### Sequential cells grouped by signal name, run 1

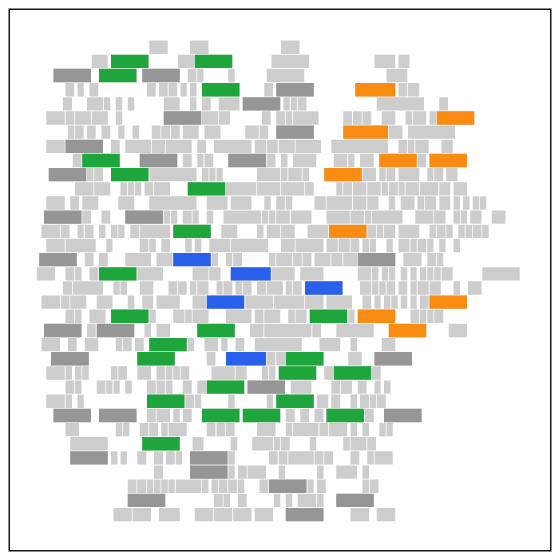
### M2 wires, run 1

Bar = 20 µm.
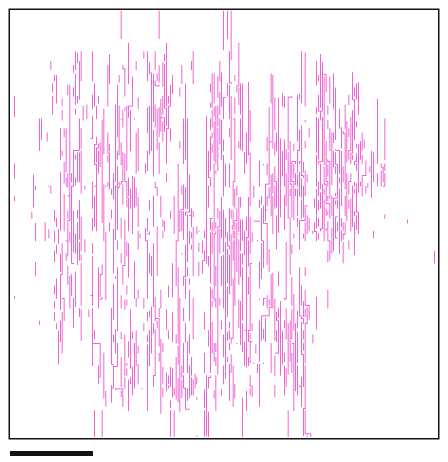
### Cell placement, run 1

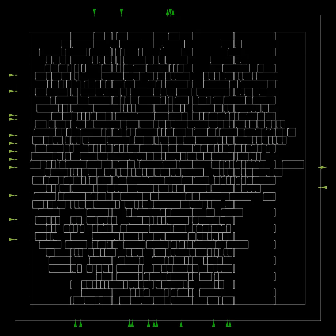
### Port wiring, run 1

Bar = 20 µm.
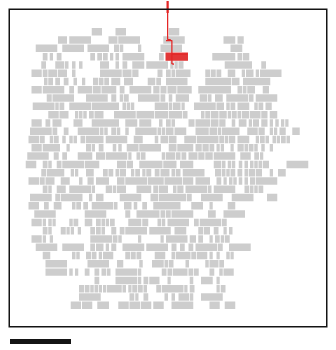
--- config.mk ---
export PLATFORM = sky130hd
export DESIGN_NAME = ws2812_driver
export DESIGN_NICKNAME = d
export VERILOG_FILES = /design/src/rtl/ws2812_driver.sv
export SDC_FILE = /design/constraint.sdc
export NUM_CORES = 1
export LEC_CHECK = 0
export ABC_AREA = 1
export CORE_MARGIN = 5
export CORE_UTILIZATION = 40
export CTS_BUF_LIST = sky130_fd_sc_hd__clkbuf_2 sky130_fd_sc_hd__clkbuf_4 sky130_fd_sc_hd__clkbuf_8
export CTS_CLUSTER_SIZE = 8
export DETAILED_ROUTE_END_ITERATION = 6
export PLACE_DENSITY = 0.63
export SYNTH_ARGS = -nofsm -noshare
export SYNTH_HDL_FRONTEND = slang
export SYNTH_SLANG_ARGS = --single-unit
--- constraint.sdc ---
create_clock -name clk -period 1.75 [get_ports clk]
set_input_delay 0.525 -clock clk [delete_from_list [all_inputs] [get_ports clk]]
set_output_delay 0.525 -clock clk [all_outputs]
set_load 0.1 [all_outputs]
--- src/rtl/ws2812_driver.sv ---
// WS2812 serial frame driver: GRB, MSB first, NUM_LEDS pixels, then a low latch gap.
// Output follows start by one cycle; start is ignored while busy (no backpressure, no queueing).
module ws2812_driver #(
  parameter int T0H      = 8,
  parameter int T1H      = 16,
  parameter int TBIT     = 25,
  parameter int TRESET   = 1000,
  parameter int NUM_LEDS = 1
) (
  input  logic       clk,
  input  logic       reset,
  input  logic [7:0] red,
  input  logic [7:0] green,
  input  logic [7:0] blue,
  input  logic       start,
  output logic       busy,
  output logic       done,
  output logic       led_out
);

  localparam int CMAX = (TBIT > TRESET) ? TBIT : TRESET;
  localparam int CW   = $clog2(CMAX + 1);
  localparam int PW   = (NUM_LEDS > 1) ? $clog2(NUM_LEDS) : 1;

  localparam logic [CW-1:0] T0H_C    = CW'(T0H);
  localparam logic [CW-1:0] T1H_C    = CW'(T1H);
  localparam logic [CW-1:0] TBIT_END = CW'(TBIT - 1);
  localparam logic [CW-1:0] TRST_END = CW'(TRESET - 1);
  localparam logic [PW-1:0] PIX_END  = PW'(NUM_LEDS - 1);

  typedef enum logic [1:0] {IDLE, SEND, LATCH} state_t;

  state_t        state;
  logic [23:0]   shreg;
  logic [23:0]   cap;
  logic [CW-1:0] cnt;
  logic [4:0]    bitc;
  logic [PW-1:0] pix;
  logic [CW-1:0] cnt_nxt;

  assign cnt_nxt = cnt + CW'(1);

  always_ff @(posedge clk) begin
    if (reset) begin
      state   <= IDLE;
      shreg   <= '0;
      cap     <= '0;
      cnt     <= '0;
      bitc    <= '0;
      pix     <= '0;
      busy    <= 1'b0;
      done    <= 1'b0;
      led_out <= 1'b0;
    end else begin
      case (state)
        IDLE: begin
          done    <= 1'b0;
          led_out <= 1'b0;
          if (start) begin
            shreg   <= {green, red, blue};
            cap     <= {green, red, blue};
            cnt     <= '0;
            bitc    <= '0;
            pix     <= '0;
            busy    <= 1'b1;
            led_out <= 1'b1;  // every bit period opens with a high phase
            state   <= SEND;
          end
        end
        SEND: begin
          if (cnt == TBIT_END) begin
            cnt <= '0;
            if (bitc == 5'd23) begin
              bitc  <= '0;
              shreg <= cap;
              if (pix == PIX_END) begin
                led_out <= 1'b0;
                state   <= LATCH;
              end else begin
                pix     <= pix + PW'(1);
                led_out <= 1'b1;
              end
            end else begin
              bitc    <= bitc + 5'd1;
              shreg   <= {shreg[22:0], 1'b0};
              led_out <= 1'b1;
            end
          end else begin
            cnt     <= cnt_nxt;
            led_out <= (cnt_nxt < (shreg[23] ? T1H_C : T0H_C));
          end
        end
        LATCH: begin
          led_out <= 1'b0;
          if (cnt == TRST_END) begin
            cnt   <= '0;
            busy  <= 1'b0;
            done  <= 1'b1;
            state <= IDLE;
          end else begin
            cnt <= cnt_nxt;
          end
        end
        default: begin
          state   <= IDLE;
          busy    <= 1'b0;
          done    <= 1'b0;
          led_out <= 1'b0;
        end
      endcase
    end
  end

endmodule
==> qor.txt, run 1 <==
Top power group - combinational logic
Worst Hold Slack - 441 ps
Internal reg-to-reg setup slack - -50 ps
Worst setup SP type - flip-flop
CP endpoint - bitc[1]
Final-report hold violation count - 0
Die Y - 104 µm
Top routing layer used - met4
Failing checks - negative setup slack
# DRC - 0
Clock buf/inv share - 4.39%
Combinational share of cell area - 42.8%
Overflow after GRT - 0
TritonRoute pass-1 iters - 4
Outcome - complete, but fails checks
Area Growth Syn to Fin - 36.3%
Worst clock skew - 6.57 ps
Final setup margin - -54.3 ps
Die X - 104 µm
Clk_lat worst skew - 350 ps
Leading cell types by count after synthesis - nand2_1, nor2_1, dfxtp_1
Pins Over Slew Limit - 0
Crit path cell chain - buf_6 > inv_4 > ha_4 > nand2_2 > nor3_2 > nand3_2 > nand2_4 > nand2_8 > clkbuf_16 > a21oi_1 > nor3_1
Top class by area - combinational gates
Finished Cell Area - 4790 µm²
Avg Inst Size Synth - 6.97 µm²
Setup violators final - 19
CTS tree - done
Dominant cell area share - 38.8%
Post-route ant nets - 0
Worst r2r dst - bitc[1]
Hold worst-path end - cap[15]
GRT Overall Usage - 16.0%
Notes on 'Sequential cells grouped by signal name' above:
legend:
  cnt:
    colour: orange
    flops: 10
  shreg:
    colour: green
    flops: 24
  bitc:
    colour: blue
    flops: 5
    where: middle
not coloured: 29
Flop+latch power: 2.30 mW
Reg area: 1370 µm²
Layout Utilization: 55.4%

Notes on 'M2 wires' above:
main direction: vertical
share of all routed wire: 50%
nets with wire on the layer: 482
GR Layer Usage met2: 26.8%
total routed wirelength: 9420 µm
via count: 3516

Notes on 'Cell placement' above:
fin cells: 673
flip-flops: 68

Notes on 'Port wiring' above:
legend:
  done:
    colour: red
    bits: 1
    direction: output
    edge: top
    end_cells: 1
    buffers: 1
    wire: 25.5 µm
port bufs: 29
num ports: 30

[run 1: kinds of logic (layout without fill, tap and decap cells)]
group / count (synthesis) / count (layout) / share of synthesized area, %
simple gates: 196 / 196 / 24.3
compound gates: 147 / 147 / 23.5
buf+inv: 83 / 144 / 10.1
flops: 68 / 68 / 38.8
fa+ha+maj: 8 / 8 / 2.85
xor+xnor: 2 / 2 / 0.499
[run 1: cells in the final DEF (no fill, tap or decap), types with 9 or more instances in the layout]
master	instances
nand4_1	12
o21ai_0	60
a21oi_1	48
clkbuf_8	12
nor2_1	57
buf_4	33
clkdlybuf4s50_1	26
inv_1	48
dfxtp_1	64
nand2_1	65
nor3_1	9
nand3_1	13
nor2_2	10
nand2_2	9
a21oi_2	18
==> run 1 -> run 2 <==
--- a/config.mk
+++ b/config.mk
@@ -6,11 +6,11 @@
 export NUM_CORES = 1
 export LEC_CHECK = 0
 export ABC_AREA = 1
-export CORE_MARGIN = 5
 export CORE_UTILIZATION = 40
 export CTS_BUF_LIST = sky130_fd_sc_hd__clkbuf_2 sky130_fd_sc_hd__clkbuf_4 sky130_fd_sc_hd__clkbuf_8
 export CTS_CLUSTER_SIZE = 8
 export DETAILED_ROUTE_END_ITERATION = 6
+export GPL_ROUTABILITY_DRIVEN = 0
 export PLACE_DENSITY = 0.63
 export SYNTH_ARGS = -nofsm -noshare
 export SYNTH_HDL_FRONTEND = slang
==> qor.txt, run 2 <==
Dominant combinational family - simple AND/OR/NAND/NOR gates (unchanged)
Finished Cell Area - 4580 µm² (was 4790 µm²)
Simple Share, Synth - 24.3% (unchanged)
Combinational power share - 51.1% (was 54.4%)
Post-route ant nets - 0 (unchanged)
Fin cells - 659 (was 673)
Leading cell types by count after synthesis - nand2_1, nor2_1, dfxtp_1 (unchanged)
Top class by area - combinational gates (unchanged)
Top power group - combinational logic (unchanged)
Failing checks - negative setup slack (unchanged)
Worst r2r dst - bitc[3] (was bitc[1])
GRT Overall Usage - 19.7% (was 16.0%)
Outcome - complete, but fails checks (unchanged)
CTS tree - done (unchanged)
Synth Area in XOR/XNOR - 0.499% (unchanged)
Most frequent cells in the layout - nand2_1, dfxtp_1, nor2_1, o21ai_0 (was nand2_1, dfxtp_1, o21ai_0, nor2_1)
Dominant cell area share - 38.8% (unchanged)
Avg Inst Size Synth - 6.97 µm² (unchanged)
Yosys aoi share - 23.5% (unchanged)
CP endpoint - bitc[3] (was bitc[1])
Combinational share of cell area - 42.0% (was 42.8%)
Port bufs - 29 (unchanged)
Die Y - 95.7 µm (was 104 µm)
Commonest Layout Cell - nand2_1 (unchanged)
Final setup margin - -16.4 ps (was -54.3 ps)
Pins Over Slew Limit - 0 (unchanged)
Num ports - 30 (unchanged)
Setup violators final - 2 (was 19)
Flip-flops - 68 (unchanged)
Adder share - 2.85% (unchanged)
Largest net degree at the start of global routing - 25 (was 32)
# DRC - 0 (unchanged)
Overflow after GRT - 0 (unchanged)
Area Growth Syn to Fin - 30.5% (was 36.3%)
==> run 2: per-layer routing <==
layer	global-route usage, %	part of all wire [%]	vias to the layer above
met5	0	0	-
met4	5.22	0.86	0
met3	4.19	3.7	8
met2	36.0	50	71
met1	23.3	45	1590
li1	-	-	1745
==> run 2: stage by stage <==
step	hold WS, ps	util (%)
floorplan	420	-
global placement	427	49.3
detailed placement	431	49.3
CTS	443	52.4
global route	462	55.0
finish	440	55.0
==> run 2: timing repair <==
action | 4_1_cts | 5_1_grt
buffers inserted | 1 | 3
setup endpoints to repair | 4 | 31
pin swaps | 0 | 11
gates resized | 5 | 45
gates cloned | 0 | 2
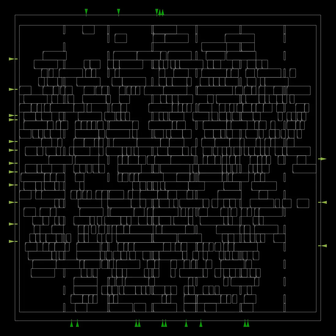
*Cell placement, run 2*
Layout Utilization: 55.0%
Layout fillers: 795
Core Rows: 33

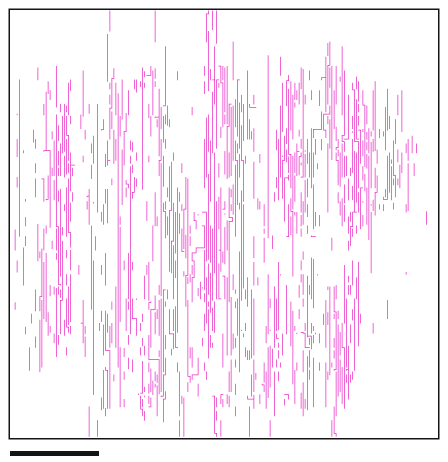
*M2 wires, run 2*
Bar = 20 µm.
main direction: vertical
share of all routed wire: 50%
wire length on this layer: 4310 µm
total routed wirelength: 8590 µm
GR Layer Usage met2: 36.0%
via count: 3414

No activity file was given, so power comes from the tool's default toggle rates.
